**config.mk**
```make
export PLATFORM = sky130hd
export DESIGN_NAME = powerlink_led_sequencer
export DESIGN_NICKNAME = d
export VERILOG_FILES = /design/src/rtl/powerlink_led_sequencer.sv
export SDC_FILE = /design/constraint.sdc
export NUM_CORES = 1
export LEC_CHECK = 0
export CORE_MARGIN = 2
export CORE_UTILIZATION = 51
export DETAILED_ROUTE_END_ITERATION = 10
export PLACE_DENSITY = 0.86
export SYNTH_ARGS = -nofsm -noshare
export SYNTH_HDL_FRONTEND = slang
export SYNTH_SLANG_ARGS = --single-unit
```
**constraint.sdc**
```tcl
create_clock -name clk -period 4.3 [get_ports clk]
set_input_delay 0.86 -clock clk [delete_from_list [all_inputs] [get_ports clk]]
set_output_delay 0.86 -clock clk [all_outputs]
set_load 0.02 [all_outputs]
```
**src/rtl/powerlink_led_sequencer.sv**
```systemverilog
// rtl/powerlink_led_sequencer.sv - status/error LED pattern sequencer driving a PIO through set/clear writes
module powerlink_led_sequencer #(
    parameter int TICK_CYCLES = 2500000
) (
    input  logic        clk,
    input  logic        reset,
    input  logic [1:0]  s_address,
    input  logic        s_write,
    input  logic [31:0] s_writedata,
    input  logic        s_read,
    output logic [31:0] s_readdata,
    output logic [2:0]  m_address,
    output logic        m_chipselect,
    output logic        m_write_n,
    output logic [31:0] m_writedata,
    input  logic        m_waitrequest
);

    localparam int CW = (TICK_CYCLES > 1) ? $clog2(TICK_CYCLES) : 1;
    localparam logic [CW-1:0] TICK_LAST = CW'(TICK_CYCLES - 1);

    typedef enum logic [1:0] {
        ST_INIT,
        ST_IDLE,
        ST_SET,
        ST_CLR
    } state_t;

    logic [CW-1:0] tick_cnt;
    logic          tick;
    logic [2:0]    status_mode;
    logic [2:0]    error_mode;
    logic [5:0]    status_phase;
    logic [5:0]    error_phase;
    logic [1:0]    desired;
    logic [1:0]    applied;
    logic [1:0]    applied_next;
    logic [1:0]    set_bits;
    logic [1:0]    set_bits_next;
    logic [1:0]    clr_bits;
    logic [1:0]    clr_bits_next;
    state_t        state;
    state_t        state_next;
    // bus_rest forces one cycle with chipselect low; also holds the bus quiet
    // through reset so the INIT write starts only after release.
    logic          bus_rest;
    logic          bus_rest_next;

    // Upper write-data bits carry no configuration.
    logic          unused_wdata;
    assign unused_wdata = ^s_writedata[31:3];

    // Last phase value of each mode's period; steady modes sit at phase 0.
    function automatic logic [5:0] phase_last(input logic [2:0] mode);
        logic [5:0] last;
        last = 6'd0;
        case (mode)
            3'd2:    last = 6'd1;
            3'd3:    last = 6'd7;
            3'd4:    last = 6'd23;
            3'd5:    last = 6'd31;
            3'd6:    last = 6'd39;
            default: last = 6'd0;
        endcase
        return last;
    endfunction

    // Next phase on a tick: advance, wrapping after the period's last phase.
    function automatic logic [5:0] phase_step(input logic [2:0] mode, input logic [5:0] phase);
        return (phase >= phase_last(mode)) ? 6'd0 : phase + 6'd1;
    endfunction

    // LED level for a given mode at a given phase; mode 7 is treated as off.
    function automatic logic led_on(input logic [2:0] mode, input logic [5:0] phase);
        logic on;
        on = 1'b0;
        case (mode)
            3'd1:    on = 1'b1;
            3'd2:    on = (phase == 6'd0);
            3'd3:    on = (phase < 6'd4);
            3'd4:    on = (phase < 6'd4);
            3'd5:    on = (phase < 6'd4) || (phase >= 6'd8 && phase < 6'd12);
            3'd6:    on = (phase < 6'd4) || (phase >= 6'd8 && phase < 6'd12) ||
                          (phase >= 6'd16 && phase < 6'd20);
            default: on = 1'b0;
        endcase
        return on;
    endfunction

    assign tick = (tick_cnt == TICK_LAST);

    // Free-running pattern tick counter, one tick per TICK_CYCLES clocks.
    always_ff @(posedge clk) begin
        if (reset) begin
            tick_cnt <= '0;
        end else if (tick) begin
            tick_cnt <= '0;
        end else begin
            tick_cnt <= tick_cnt + CW'(1);
        end
    end

    // Mode registers and per-LED phase counters; a config write restarts its LED's pattern and beats a tick.
    always_ff @(posedge clk) begin
        if (reset) begin
            status_mode  <= 3'd0;
            error_mode   <= 3'd0;
            status_phase <= 6'd0;
            error_phase  <= 6'd0;
        end else begin
            if (tick) begin
                status_phase <= phase_step(status_mode, status_phase);
                error_phase  <= phase_step(error_mode, error_phase);
            end
            if (s_write && s_address == 2'd0) begin
                status_mode  <= s_writedata[2:0];
                status_phase <= 6'd0;
            end
            if (s_write && s_address == 2'd1) begin
                error_mode  <= s_writedata[2:0];
                error_phase <= 6'd0;
            end
        end
    end

    // Registered desired LED vector: bit0 status, bit1 error.
    always_ff @(posedge clk) begin
        if (reset) begin
            desired <= 2'b00;
        end else begin
            desired <= {led_on(error_mode, error_phase), led_on(status_mode, status_phase)};
        end
    end

    // Config read port: data one cycle after the strobe, held otherwise.
    always_ff @(posedge clk) begin
        if (reset) begin
            s_readdata <= 32'd0;
        end else if (s_read) begin
            case (s_address)
                2'd0:    s_readdata <= {29'd0, status_mode};
                2'd1:    s_readdata <= {29'd0, error_mode};
                2'd2:    s_readdata <= {30'd0, applied};
                default: s_readdata <= 32'd0;
            endcase
        end
    end

    // Master FSM state, committed LED value and latched set/clear masks.
    always_ff @(posedge clk) begin
        if (reset) begin
            state    <= ST_INIT;
            bus_rest <= 1'b1;
            applied  <= 2'b00;
            set_bits <= 2'b00;
            clr_bits <= 2'b00;
        end else begin
            state    <= state_next;
            bus_rest <= bus_rest_next;
            applied  <= applied_next;
            set_bits <= set_bits_next;
            clr_bits <= clr_bits_next;
        end
    end

    // Master FSM next state and bus outputs; a write completes when waitrequest is low.
    always_comb begin
        state_next    = state;
        bus_rest_next = 1'b0;
        applied_next  = applied;
        set_bits_next = set_bits;
        clr_bits_next = clr_bits;
        m_chipselect  = 1'b0;
        m_write_n     = 1'b1;
        m_address     = 3'd0;
        m_writedata   = 32'd0;
        if (!bus_rest) begin
            case (state)
                ST_INIT: begin
                    m_chipselect = 1'b1;
                    m_write_n    = 1'b0;
                    if (!m_waitrequest) begin
                        applied_next = 2'b00;
                        state_next   = ST_IDLE;
                    end
                end
                ST_IDLE: begin
                    if ((desired & ~applied) != 2'b00) begin
                        set_bits_next = desired & ~applied;
                        clr_bits_next = ~desired & applied;
                        state_next    = ST_SET;
                    end else if ((~desired & applied) != 2'b00) begin
                        set_bits_next = 2'b00;
                        clr_bits_next = ~desired & applied;
                        state_next    = ST_CLR;
                    end
                end
                ST_SET: begin
                    m_chipselect = 1'b1;
                    m_write_n    = 1'b0;
                    m_address    = 3'd4;
                    m_writedata  = {30'd0, set_bits};
                    if (!m_waitrequest) begin
                        applied_next = applied | set_bits;
                        if (clr_bits != 2'b00) begin
                            state_next    = ST_CLR;
                            bus_rest_next = 1'b1;
                        end else begin
                            state_next = ST_IDLE;
                        end
                    end
                end
                ST_CLR: begin
                    m_chipselect = 1'b1;
                    m_write_n    = 1'b0;
                    m_address    = 3'd5;
                    m_writedata  = {30'd0, clr_bits};
                    if (!m_waitrequest) begin
                        applied_next = applied & ~clr_bits;
                        state_next   = ST_IDLE;
                    end
                end
                default: state_next = ST_INIT;
            endcase
        end
    end

endmodule

```
I/O nets highlighted:
(6 px per um)
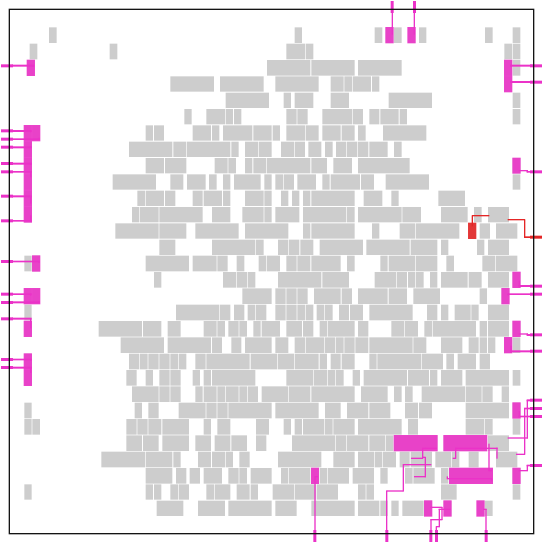
m_chipselect -> red  # bits 1, direction output, end cells 1, buffers 1, wire 11.3 um
s_readdata -> magenta  # bits 32, direction output, end cells 32, buffers 3, wire 190 um

Wiring heat map:
(4 px per um) The die is cut into 17 by 17 equal tiles; white is low, dark blue is high, scaled to the fullest tile. Values are wire area over tile area, all layers added.
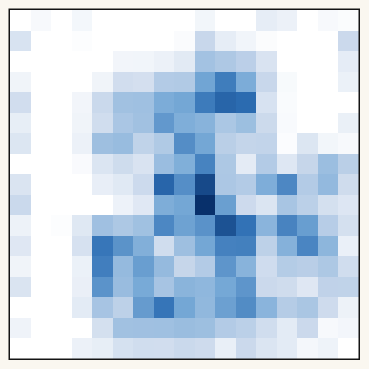
mean over tiles = 0.13
nearly empty tiles = 25%
densest ninth of the die = centre
Detailed Route WL: 6140 um
Tot GR Track Use: 17.3%

Track usage over the die:
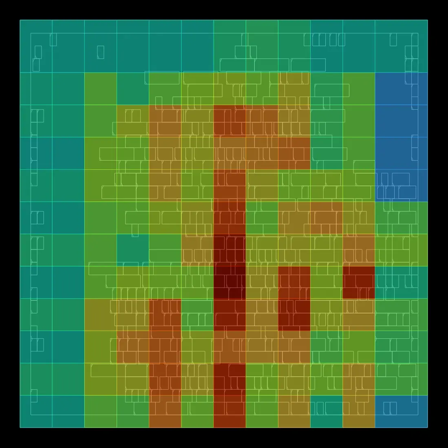
gr busiest metal: met2
GR Util met2: 31.8%

==> changes_impl.md <==
### Metrics

* Initial antenna violation count at 0
* Area of the core at 0.00676 sq mm
* Share of post-route cells with drive strength above 1 at 4.51%
* Slowest CP cell: clkdlybuf4s50_1
* Commonest cells post-synth: nor2_1 (63), buf_4 (61), dfxtp_1 (54)
* Clk slew on worst S/H paths at 90 ps
* Crit. End Element: output pin
* Reg2reg start: error_mode[2]
* Final Core Density at 52.9%
* Post-Syn Area per Cell at 8.12 sq um
* HP Class: flop to flop
* CTS Hold Bufs at 0
* Setup CP Type: flop to output pin
* Non-CTS buffers at 18
* Largest net degree at the start of global routing at 22
* DR DRC count at 0
* Post-synth EDFFs at 0
* Pre-Place Util at 52.2%
* TritonCTS clock tree: yes
* Max-slew headroom at 51.9%
* Top power group: sequential cells
* Area leader share at 30.7%
* Die area at 0.00759 sq mm
* Leak pwr at 1.40 nW
* Switch share at 27.8%
* Final RePlAce weighted congestion at 0.835
* Die height at 87.1 um
* Latency at later pin at 300 ps
* Data arrival, critical path at 1920 ps
* Worst r2r dst: error_phase[5]
* Ys flop type: dfxtp_1
* Number of diodes at 0
* Seq_cells at 54
* TritonCTS buffer count at 5
* Dominant comb cell: simple AND/OR/NAND/NOR gates
* Die x size at 87.1 um
* Crit path max fanout at 9
* Basic Gates by Area at 25.3%
* Hold Fails Final Rpt at 0
* Non-clk invs at 14
* Minimum clock period at 2780 ps
* Vias post-DR at 2791
* Hpwl dp at 4630 um
* First-pass GRT wire length at 10900 um
* Clock-cell share at 2.56%
* Yosys xor share at 5.46%
* P_comb at 0.134 mW
* Period utilization at 64.6%
* Yosys aoi share at 9.08%
* Routed len/inst at 11.7 um
* IO Count at 108
* Clock network power at 0.286 mW
* H-tree depth at 2
* Synth flops at 54
* Yosys warning total at 0
* WP depth at 5
* Layout area overhead at 1.35%
* Initial DRC count at 198
* Synth Instances at 434
* Biggest area cells: dfxtp_1 (31%), buf_4 (13%), ha_1 (7.8%), nor2_1 (6.7%), nand3_1 (4.4%)
* Post-route ant nets at 0
* Outcome: completed
* WL met3 at 341 um
* F_max at 360 MHz
* Layout buffering overhead excluding clock cells at 5.04%
* Post-Syn Area at 0.00353 sq mm
* Top sig layer: met4
* WL met1 at 2590 um
* Tally of filler cells in the layout at 611
* Register Area at 0.00108 sq mm
* Seq/total area at 30.3%
* Setup Buffers After CTS at 0
* Power Density at 263 mW/mm^2
* Setup TNS at 0 ps
* Clock network fraction of design power at 30.4%
* Met3 Resource Use GR at 3.13%
* R2r setup slk at 1830 ps
* Std-Cell Rows at 30
* Top class by area: multi-input combinational cells
* Hold path depth at 1
* CP Buf/Inv Count at 2
* Multi-input gate share of total cell area at 57.9%
* Yosys cell count at 434
* GR Util met1 at 20.2%
* Setup violations, final at 0
* Total grt overflow at 0
* Buffers on Ports at 18
* Pre-antenna DRT Iters at 4
* Clkbuf count at 7
* Leading area contributor after synthesis: dfxtp_1
* Nets at 503
* Combinational Gates at 349
## metrics by stage
stage / cells / hold WS (ps) / instance area (sq um) / total power, mW / worst slack [ps]
4_1_cts: 523 / 491 / 3570 / 0.949 / 1510
3_5_place_dp: 515 / 469 / 3480 / 0.664 / 1710
2_1_floorplan: 493 / 438 / 3750 / 0.679 / 2080
5_1_grt: 523 / 521 / 3570 / 0.984 / 1410
6_report: 523 / 482 / 3570 / 0.940 / 1520
3_3_place_gp: 515 / 457 / 3480 / 0.660 / 1740
## registers in the layout, summed over array words and instances (netlist names)
register	flops
status_mode	3
state	2
error_phase	6
error_mode	3
tick_cnt	22
set_bits	2
s_readdata	3
status_phase	6
clr_bits	2
applied	2
bus_rest	1
desired	2
Power is estimated from default activity; no workload was simulated.
